`src/rtl/adder_pipe_hs.sv`:
```
// adder_pipe_hs: WIDTH-bit add/subtract with exact WIDTH+1-bit result and optional
// saturation, followed by a STAGES-deep valid/ready pipeline and a delivered-beat counter.
module adder_pipe_hs #(
    parameter int unsigned WIDTH  = 8,
    parameter int unsigned STAGES = 2,
    parameter int unsigned SIGNED = 0
) (
    input  logic             clk,
    input  logic             rst,
    input  logic             in_valid,
    output logic             in_ready,
    input  logic [WIDTH-1:0] a_in,
    input  logic [WIDTH-1:0] b_in,
    input  logic             op_sub,
    input  logic             sat_en,
    output logic             out_valid,
    input  logic             out_ready,
    output logic [WIDTH:0]   sum_o,
    output logic             ovf_o,
    output logic [15:0]      beat_cnt_o
);

    localparam int NS = int'(STAGES);

    // Clamp values, already extended to WIDTH+1 bits.
    localparam logic [WIDTH:0] UMAX = {1'b0, {WIDTH{1'b1}}};
    localparam logic [WIDTH:0] SMAX = {2'b00, {(WIDTH-1){1'b1}}};
    localparam logic [WIDTH:0] SMIN = {2'b11, {(WIDTH-1){1'b0}}};

    logic             w_advance;
    logic             w_accept;
    logic             w_xfer;
    logic [WIDTH:0]   w_a_ext;
    logic [WIDTH:0]   w_b_ext;
    logic [WIDTH:0]   w_raw;
    logic [WIDTH:0]   w_res;
    logic             w_ovf;

    logic             r_live;
    logic [NS-1:0]    r_vld;
    logic [NS-1:0]    r_ovf;
    logic [WIDTH:0]   r_sum [NS];
    logic [15:0]      r_cnt;

    assign out_valid  = r_vld[NS-1];
    assign sum_o      = r_sum[NS-1];
    assign ovf_o      = r_ovf[NS-1];
    assign beat_cnt_o = r_cnt;

    // The whole pipe moves as one unit whenever the output slot is free or draining.
    assign w_advance = !out_valid || out_ready;
    assign in_ready  = r_live && w_advance;
    assign w_accept  = in_valid && in_ready;
    assign w_xfer    = out_valid && out_ready;

    // Stage-1 arithmetic: extend, add/sub exactly, flag range overflow, optionally clamp.
    always_comb begin
        if (SIGNED != 0) begin
            w_a_ext = {a_in[WIDTH-1], a_in};
            w_b_ext = {b_in[WIDTH-1], b_in};
        end else begin
            w_a_ext = {1'b0, a_in};
            w_b_ext = {1'b0, b_in};
        end
        w_raw = op_sub ? (w_a_ext - w_b_ext) : (w_a_ext + w_b_ext);
        if (SIGNED != 0) begin
            w_ovf = w_raw[WIDTH] != w_raw[WIDTH-1];
        end else begin
            w_ovf = w_raw[WIDTH];
        end
        w_res = w_raw;
        if (sat_en && w_ovf) begin
            if (SIGNED != 0) begin
                // The exact result's top bit is its true sign.
                w_res = w_raw[WIDTH] ? SMIN : SMAX;
            end else begin
                w_res = op_sub ? '0 : UMAX;
            end
        end
    end

    // in_ready stays low until the first clock after reset release.
    always_ff @(posedge clk or posedge rst) begin
        if (rst) begin
            r_live <= 1'b0;
        end else begin
            r_live <= 1'b1;
        end
    end

    // Pipeline shift register; bubbles are carried, not squeezed out.
    always_ff @(posedge clk or posedge rst) begin
        if (rst) begin
            r_vld <= '0;
            r_ovf <= '0;
            for (int i = 0; i < NS; i++) begin
                r_sum[i] <= '0;
            end
        end else if (w_advance) begin
            r_vld[0] <= w_accept;
            r_ovf[0] <= w_ovf;
            r_sum[0] <= w_res;
            for (int i = 1; i < NS; i++) begin
                r_vld[i] <= r_vld[i-1];
                r_ovf[i] <= r_ovf[i-1];
                r_sum[i] <= r_sum[i-1];
            end
        end
    end

    // Count delivered results, wrapping at 16 bits.
    always_ff @(posedge clk or posedge rst) begin
        if (rst) begin
            r_cnt <= '0;
        end else if (w_xfer) begin
            r_cnt <= r_cnt + 16'd1;
        end
    end

endmodule

```
`config.mk`:
```
export PLATFORM = sky130hd
export DESIGN_NAME = adder_pipe_hs
export DESIGN_NICKNAME = d
export VERILOG_FILES = /design/src/rtl/adder_pipe_hs.sv
export SDC_FILE = /design/constraint.sdc
export NUM_CORES = 1
export LEC_CHECK = 0
export CORE_MARGIN = 4
export CORE_UTILIZATION = 50
export CTS_CLUSTER_DIAMETER = 30
export DETAILED_ROUTE_END_ITERATION = 12
export PLACE_DENSITY = 0.8
export SLEW_MARGIN = 20
export SYNTH_ARGS = -nofsm -noshare
export SYNTH_HDL_FRONTEND = slang
export SYNTH_SLANG_ARGS = --single-unit
```
`constraint.sdc`:
```
create_clock -name clk -period 2.6 [get_ports clk]
set_clock_uncertainty 0.2 [all_clocks]
set_input_delay 0.39 -clock clk [delete_from_list [all_inputs] [get_ports clk]]
set_output_delay 0.39 -clock clk [all_outputs]
set_load 0.05 [all_outputs]
```
==> flow_summary_export.csv <==
group,metric,value,unit
outcome,status,"finished with violations",
outcome,violations,"negative setup slack",
yosys,logic_family,"simple AND/OR/NAND/NOR gates",
route,ant_nets,0,
power,power_switching,0.962,mW
clocking,cts_tree,"done",
power,internal_power,1.42,mW
global_routing,use_met2,0.335,
power,leakagePower,1.46,nW
yosys,postSynthSeqShare,0.450,
critical_path,end_kind,"flip-flop",
die,core,0.00409,mm2
power,max-vdd-ir-drop,0.000529,V
power,power_frac_seq,0.354,
clocking,clk_latency,0.28,ns
critical_path,reg2reg_to,"r_sum[17]",
sta,slew_headroom,0.370,
yosys,synth.distinct_cells,42,
yosys,yosysTopAreaCellShare,0.450,
sta,setup_violations,8,
finish,nFillCells,277,
power,sequentialPower,0.845,mW
sta,setup_slack,-0.0867,ns
yosys,yosys.area.top_type,"dfrtp_1",
min_path,hold_path.class,"flip-flop to flip-flop",
yosys,ys.flops,39,
global_routing,grtUsageMet3,0.0274,
finish,n_all_buffers,87,
global_routing,grt_max_degree,40,
clocking,cts.sinks,39,
power,comb-power,1.14,mW
sta,timing.final.crit_share,1.03,
sta,clock.fmax,372,MHz
critical_path,rr_worst_depth,3,
route,wl_met3,224,um
yosys,ys_area,0.00217,mm2
critical_path,worst_path_max_delay_cell,"fa_2",
yosys,synth-xor-area-share,0.109,
finish,comb_share,0.395,
finish,num-clock-buffers,6,
finish,inverters,6,
power,comb_power_share,0.476,
critical_path,r2r_start,"r_vld[1]",
route,wl_met1,2.29,mm
yosys,simple_gate_area_frac,0.190,
sta,slew_viol_final,0,
route,drtPass1Iterations,4,
yosys,floorplan.nets,262,
sta,rsz0062_at_grt,"yes",
yosys,yosys.area_share.aoi,0.117,
global_routing,grt_pass1_vias,1917,
critical_path,critPathMaxFanout,5,
power,sw_frac_of_total,0.404,
yosys,synth.avg_cell_area,9.47,um2
finish,largest_cell_class,"logic gates",
critical_path,required,2.58,ns
run,maxCapViolCount,0,
finish,clkCellAreaFrac,0.0271,
global_routing,met1_usage,0.262,
clocking,cts-htree-levels,2,
repair_timing:
item | CTS | global route
endpoints found under the setup margin | 10 | 10
hold buffers | 0 | 0
gates resized | 50 | 25
setup buffers | 6 | 4
pin swaps | 28 | 22
registers in the layout, summed over array words and instances, names as in the netlist:
name,cells
beat_cnt_o,16
r_live,1
r_vld,2
sum_o,9
r_sum,9
r_ovf,2
placed cells by master (no fill, tap or decap), types with 7 or more instances in the layout:
cell              n
buf_4            36
a21oi_2          10
nor2_1           18
dfrtp_1          39
ha_1              7
clkdlybuf4s50_1  38
nand2_1          42
xnor2_1          20
critical path: cells and delay by family:
kind / cells / cell delay, ns
AOI/OAI and AO/OA: 3 / 0.78
buffers and inverters: 5 / 0.64
xor gates and xnor gates: 1 / 0.19
adders and majority gates: 2 / 0.58
and+or+nand+nor: 1 / 0.09
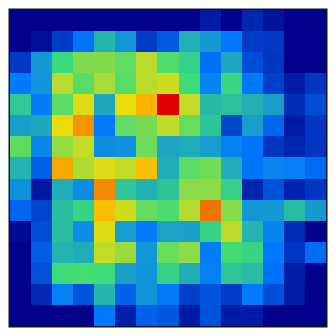
**Above:** signal metal coverage by tile.
15 x 15 tiles, from dark blue (low) to red (high), scaled to the fullest tile. Values are wire area over tile area, all layers added.
emptiest ninth of the die: north-east
fullest tile: 0.48
densest ninth of the die: centre
tiles over half the peak: 24%
gr usage total: 0.202
via count: 1881
DR WL/cell: 14.7 um

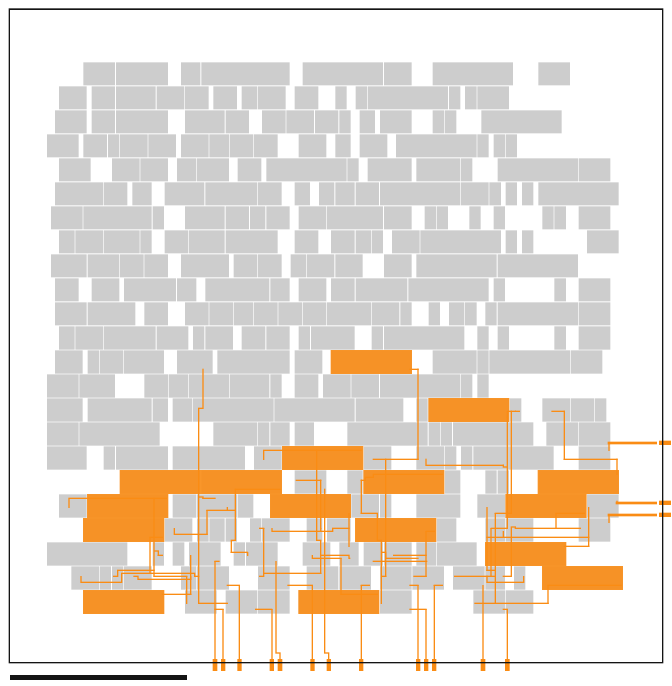
**Above:** I/O nets highlighted.
The bar under the picture is 20 um long.
[orange] beat_cnt_o | bits: 16 | direction: output | edge: 13 south, 3 east | end cells: 16 | buffers: 16 | wire: 572 um
number of port buffers: 49
I/O pin count: 50

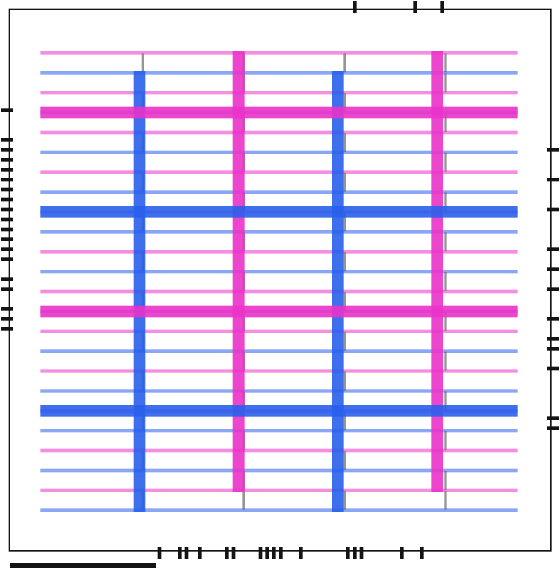
**Above:** floorplan with the power grid.
The bar under the picture is 20 um long. Pins as bars on the die edge. Tap cells in grey.
[magenta] VDD
[blue] VSS
met4 straps: 4
tap cells: 50
met1 rails: 24
rows: 23
met5 straps: 4

Power is estimated from default activity; no workload was simulated.
